[src/rtl/dac7311_ctrl.sv]
// DAC7311 3-wire write controller: latches one 12-bit sample per request and shifts a 16-bit frame MSB-first.
// Accept-to-accept period is 33*CLK_STEP+1 clocks. Requests that arrive while busy are dropped, not queued.
module dac7311_ctrl #(
    parameter int         CLK_STEP  = 4,
    parameter logic [1:0] PD_MODE   = 2'b00,
    parameter bit         SIGNED_IN = 1'b1
) (
    input  logic        clk,
    input  logic        rst,
    input  logic        dac_req,
    input  logic [11:0] dac_data,
    output logic        dac_busy,
    output logic        dac_done,
    output logic        dac_sclk,
    output logic        dac_sync,
    output logic        dac_din
);

    localparam logic [7:0] STEP_LAST = 8'(CLK_STEP - 1);

    typedef enum logic [1:0] {
        IDLE  = 2'd0,
        SHIFT = 2'd1,
        GAP   = 2'd2
    } state_t;

    state_t      state;
    logic [15:0] shreg;
    logic [4:0]  bit_cnt;
    logic [7:0]  half_cnt;
    logic [11:0] code;
    logic [15:0] frame;
    logic        half_tick;

    assign code      = SIGNED_IN ? (dac_data ^ 12'h800) : dac_data;
    assign frame     = {PD_MODE, code, 2'b00};
    assign half_tick = (half_cnt == STEP_LAST);

    always_ff @(posedge clk or posedge rst) begin
        if (rst) begin
            state    <= IDLE;
            shreg    <= 16'h0000;
            bit_cnt  <= 5'd0;
            half_cnt <= 8'd0;
            dac_busy <= 1'b0;
            dac_done <= 1'b0;
            dac_sclk <= 1'b1;
            dac_sync <= 1'b1;
            dac_din  <= 1'b0;
        end else begin
            dac_done <= 1'b0;
            case (state)
                IDLE: begin
                    half_cnt <= 8'd0;
                    bit_cnt  <= 5'd0;
                    if (dac_req) begin
                        shreg    <= frame;
                        dac_din  <= frame[15];
                        dac_sync <= 1'b0;
                        dac_busy <= 1'b1;
                        state    <= SHIFT;
                    end
                end
                SHIFT: begin
                    if (!half_tick) begin
                        half_cnt <= half_cnt + 8'd1;
                    end else begin
                        half_cnt <= 8'd0;
                        if (dac_sclk) begin
                            // falling edge: the DAC samples DIN here
                            dac_sclk <= 1'b0;
                            bit_cnt  <= bit_cnt + 5'd1;
                        end else begin
                            dac_sclk <= 1'b1;
                            if (bit_cnt == 5'd16) begin
                                dac_sync <= 1'b1;
                                dac_din  <= 1'b0;
                                dac_done <= 1'b1;
                                state    <= GAP;
                            end else begin
                                dac_din <= shreg[14];
                                shreg   <= shreg << 1;
                            end
                        end
                    end
                end
                GAP: begin
                    if (!half_tick) begin
                        half_cnt <= half_cnt + 8'd1;
                    end else begin
                        half_cnt <= 8'd0;
                        bit_cnt  <= 5'd0;
                        shreg    <= 16'h0000;
                        dac_busy <= 1'b0;
                        state    <= IDLE;
                    end
                end
                default: state <= IDLE;
            endcase
        end
    end

endmodule

[config.mk]
export PLATFORM = sky130hd
export DESIGN_NAME = dac7311_ctrl
export DESIGN_NICKNAME = d
export VERILOG_FILES = /design/src/rtl/dac7311_ctrl.sv
export SDC_FILE = /design/constraint.sdc
export NUM_CORES = 1
export LEC_CHECK = 0
export CAP_MARGIN = 20
export CELL_PAD_IN_SITES_DETAIL_PLACEMENT = 2
export CELL_PAD_IN_SITES_GLOBAL_PLACEMENT = 2
export CORE_MARGIN = 5
export CORE_UTILIZATION = 38
export DETAILED_ROUTE_END_ITERATION = 12
export GPL_ROUTABILITY_DRIVEN = 0
export PLACE_DENSITY_LB_ADDON = 0.1
export SLEW_MARGIN = 0
export SYNTH_ARGS = -nofsm -noshare
export SYNTH_HDL_FRONTEND = slang
export SYNTH_SLANG_ARGS = --single-unit
[constraint.sdc]
create_clock -name clk -period 5.8 [get_ports clk]
set_clock_uncertainty 0.15 [all_clocks]
set_input_delay 0.58 -clock clk [delete_from_list [all_inputs] [get_ports clk]]
set_output_delay 0.58 -clock clk [all_outputs]
set_load 0.03 [all_outputs]
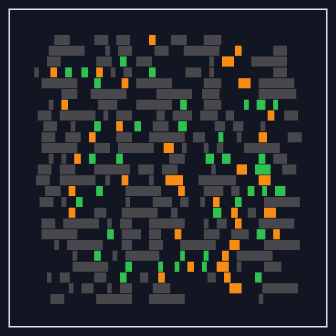
**Above:** gate-type map.
family	color	cells
inverting AOI/OAI gates	orange	34
NAND gates	green	37

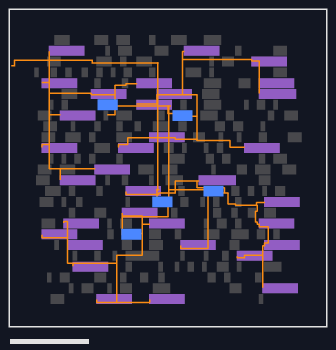
**Above:** clock distribution.
Scale bar: 20 µm.
[clock wires] orange | length: 535 µm
[clock drivers] blue | count: 5
[flip-flops] purple | count: 33
routed clock nets	6

==> run summary <==
Notes on the flow run.

- The clock period could shrink to 3.11 ns.
- Per the OpenROAD floorplan log, the width of the die is 79.6 µm.
- The maximum level of the CTS H-tree is 2, for reference.
- The finished cells cover 2170 µm².
- The wire length per cell is 16.4 µm, for reference.
- The met2 wire length is 2200 µm, for reference.
- For this block, wires on met1 add up to 2070 µm.
- The core region is 4720 µm².
- The timing report gives the worst reg2reg path a setup slack of 2.69 ns.
- The fraction of post-synthesis cell area in the top cell type by area is 0.421, for reference.
- The number of max-slew violations in the final report is 0, for reference.
- Leaving out fill and tap cells, the most frequent cell in the layout is sky130_fd_sc_hd__dfrtp_1.
- The worst reg-to-reg path cell count is 6, for reference.
- The post-CTS repair timing setup buffer count is 0, for reference.
- Endpoints failing hold in the final report were tallied at 0.
- In the global route stage, met2 resource usage came out at 0.268.
- The worst path setup slack after routing is 2.69 ns, for reference.
- The critical path endpoint category is a register, for reference.
- The layout has 20 buffers outside the clock class.
- The peak per-stage delay on the critical path is 0.91 ns, for reference.
- The launch point of the worst register-to-register path is recorded as state[1]$_DFFE_PP0P_.
- The clock latency on the worst-skew pair is 0.28 ns, for reference.
- The first-iteration detailed-routing DRC count is 42, for reference.
- The total number of warnings across the stage logs is 31, for reference.
- The number of inserted diodes is 0, for reference.
- The number of non-clock inverters is 17, for reference.
- The remaining global-route overflow is 0, for reference.
- The routed wire length on met3 is 139 µm, for reference.
- The clock network area share is 0.0370, for reference.
- The synthesis-to-layout area growth is 17.6%, for reference.
- The aggregate routed wire length is 4480 µm, for reference.
- The run finished with clean final reports.
- Registers represent a cell area share of 0.382.
- In the final layout, the multi-input gates occupy 913 µm².
- In the synthesized netlist the async set-or-reset flop fraction comes to 1.00.
- The setup violation total in the final timing report is 0, for reference.
- For reference, the most critical setup path is categorized as register to register.
- The total of cells resized after clock tree synthesis is 0, for reference.
- Setup repair after global routing left no endpoint under its margin.
- The script logs the ratio of routed vias to standard cells as 5.24.
- The number of antenna violations at the first check in global routing is 0.
- Buffers placed on the I/O ports in this run total 19.
- The sequential cell area fraction in the yosys report is 0.449, for reference.
- In the finished design, the share of the clock period the worst path needs comes to 0.536.
- Across the run, the number of max-cap violations was 0.
- The share of cells above drive strength 1 is 0.150, for reference.
- The clock root buffer is sky130_fd_sc_hd__clkbuf_8, for reference.
- The post-placement cell area is 2090 µm².
- Of the total standard cell area in the layout, the multi-input combinational portion is 0.421.
- Looking at the critical path, the single cell with the biggest stage delay is sky130_fd_sc_hd__a211oi_2.
- Per the final report, the share of cell area in non-clock buffers is 0.0912.
- Synthesis produced a netlist with a net count of 210.
- The number of filler instances in the final layout is 519, for reference.
- The iteration count recorded for the first detailed-route pass is 4.
- The layout has 8 clock buffers.
- Along the worst hold path, the cell count comes to 1.
- The number of tapcells is 67, for reference.
- The worst-case hold path end point is dac_din$_DFFE_PP0P_, for reference.
- The layout multi-input combinational cell count is 129, for reference.
- The critical path runs through a total of 6 cells.
- The layer carrying the most global-route usage is met2, for reference.
- The pin count of the biggest net entering global routing is 34, for reference.
- The uppermost metal layer occupied by signal nets is met4, for reference.
- Per the post-route antenna check, the number of violating nets is 0.
- At the pin with the least slew margin, the transition time is 1.04 ns.
- The arrival time of the worst setup path is 3.12 ns, for reference.
- The number of flip-flops and latches is 33, for reference.
- In this run the worst hold path is classified as register to register.
- STA lists the endpoint of the worst register-to-register path as shreg[2]$_DFFE_PP0P_.
- Timing would allow up to 0.322 GHz.
- The post-route setup TNS is 0 ns, for reference.
- The number of standard cells after synthesis is 187, for reference.
- The critical path data required time is 5.81 ns, for reference.
- Yosys attributes the largest share of cell area to sky130_fd_sc_hd__dfrtp_1 (42%), sky130_fd_sc_hd__mux2_2 (9.2%), sky130_fd_sc_hd__ha_1 (5.4%), sky130_fd_sc_hd__nand3_1 (5.4%), sky130_fd_sc_hd__o21ai_0 (4.3%).
- The vertical die dimension is 79.6 µm, for reference.
==> worst register-to-register path, cell delays in order (launching register included) <==
cell and delay, ns:
sky130_fd_sc_hd__dfrtp_1 0.40, sky130_fd_sc_hd__inv_1 0.09, sky130_fd_sc_hd__ha_1 0.50, sky130_fd_sc_hd__nor4_1 0.37, sky130_fd_sc_hd__a21oi_1 0.13, sky130_fd_sc_hd__a211oi_2 0.91
sky130_fd_sc_hd__mux2_2 0.43
==> per-stage QoR <==
step / hold WS, ns / cells
3_5_place_dp: 0.336 / 266
5_1_grt: 0.378 / 274
6_report: 0.351 / 274
2_1_floorplan: 0.322 / 187
3_3_place_gp: 0.335 / 266
4_1_cts: 0.355 / 274
==> state kept, by name (all words and copies together) (netlist names) <==
| signal | cells |
|---|---|
| dac_busy | 1 |
| state | 2 |
| dac_done | 1 |
| bit_cnt | 5 |
| dac_din | 1 |
| dac_sclk | 1 |
| shreg | 13 |
| dac_sync | 1 |
| half_cnt | 8 |
==> Yosys cell counts (all sizes together), types with 3 or more instances <==
cell type,instances
mux2,15
nor2,10
inv,17
nand3,20
nor2b,3
xnor2,3
o21ai,16
nand2,9
clkbuf,7
dfrtp,31
nand2b,4
a21oi,7
ha,8
o2bb2ai,4
xor2,4
==> logic make-up (layout without fill, tap and decap cells) <==
kind of cell / Yosys count / after routing / synth area share
compound gates: 37 / 37 / 0.128
xor+xnor: 7 / 7 / 0.0333
flops: 33 / 33 / 0.449
simple gates: 62 / 62 / 0.189
buf+inv: 25 / 45 / 0.0550
mux: 15 / 15 / 0.0916
fa+ha+maj: 8 / 8 / 0.0543
==> where the power goes <==
part	leakage (µW)	switching, µW	internal, µW
Sequential	0.000427	45.9	298
Combinational	0.000474	277	210
Clock	0.0000395	84.7	85.3
Total	0.000941	408	593
Power is estimated from default activity; no workload was simulated.
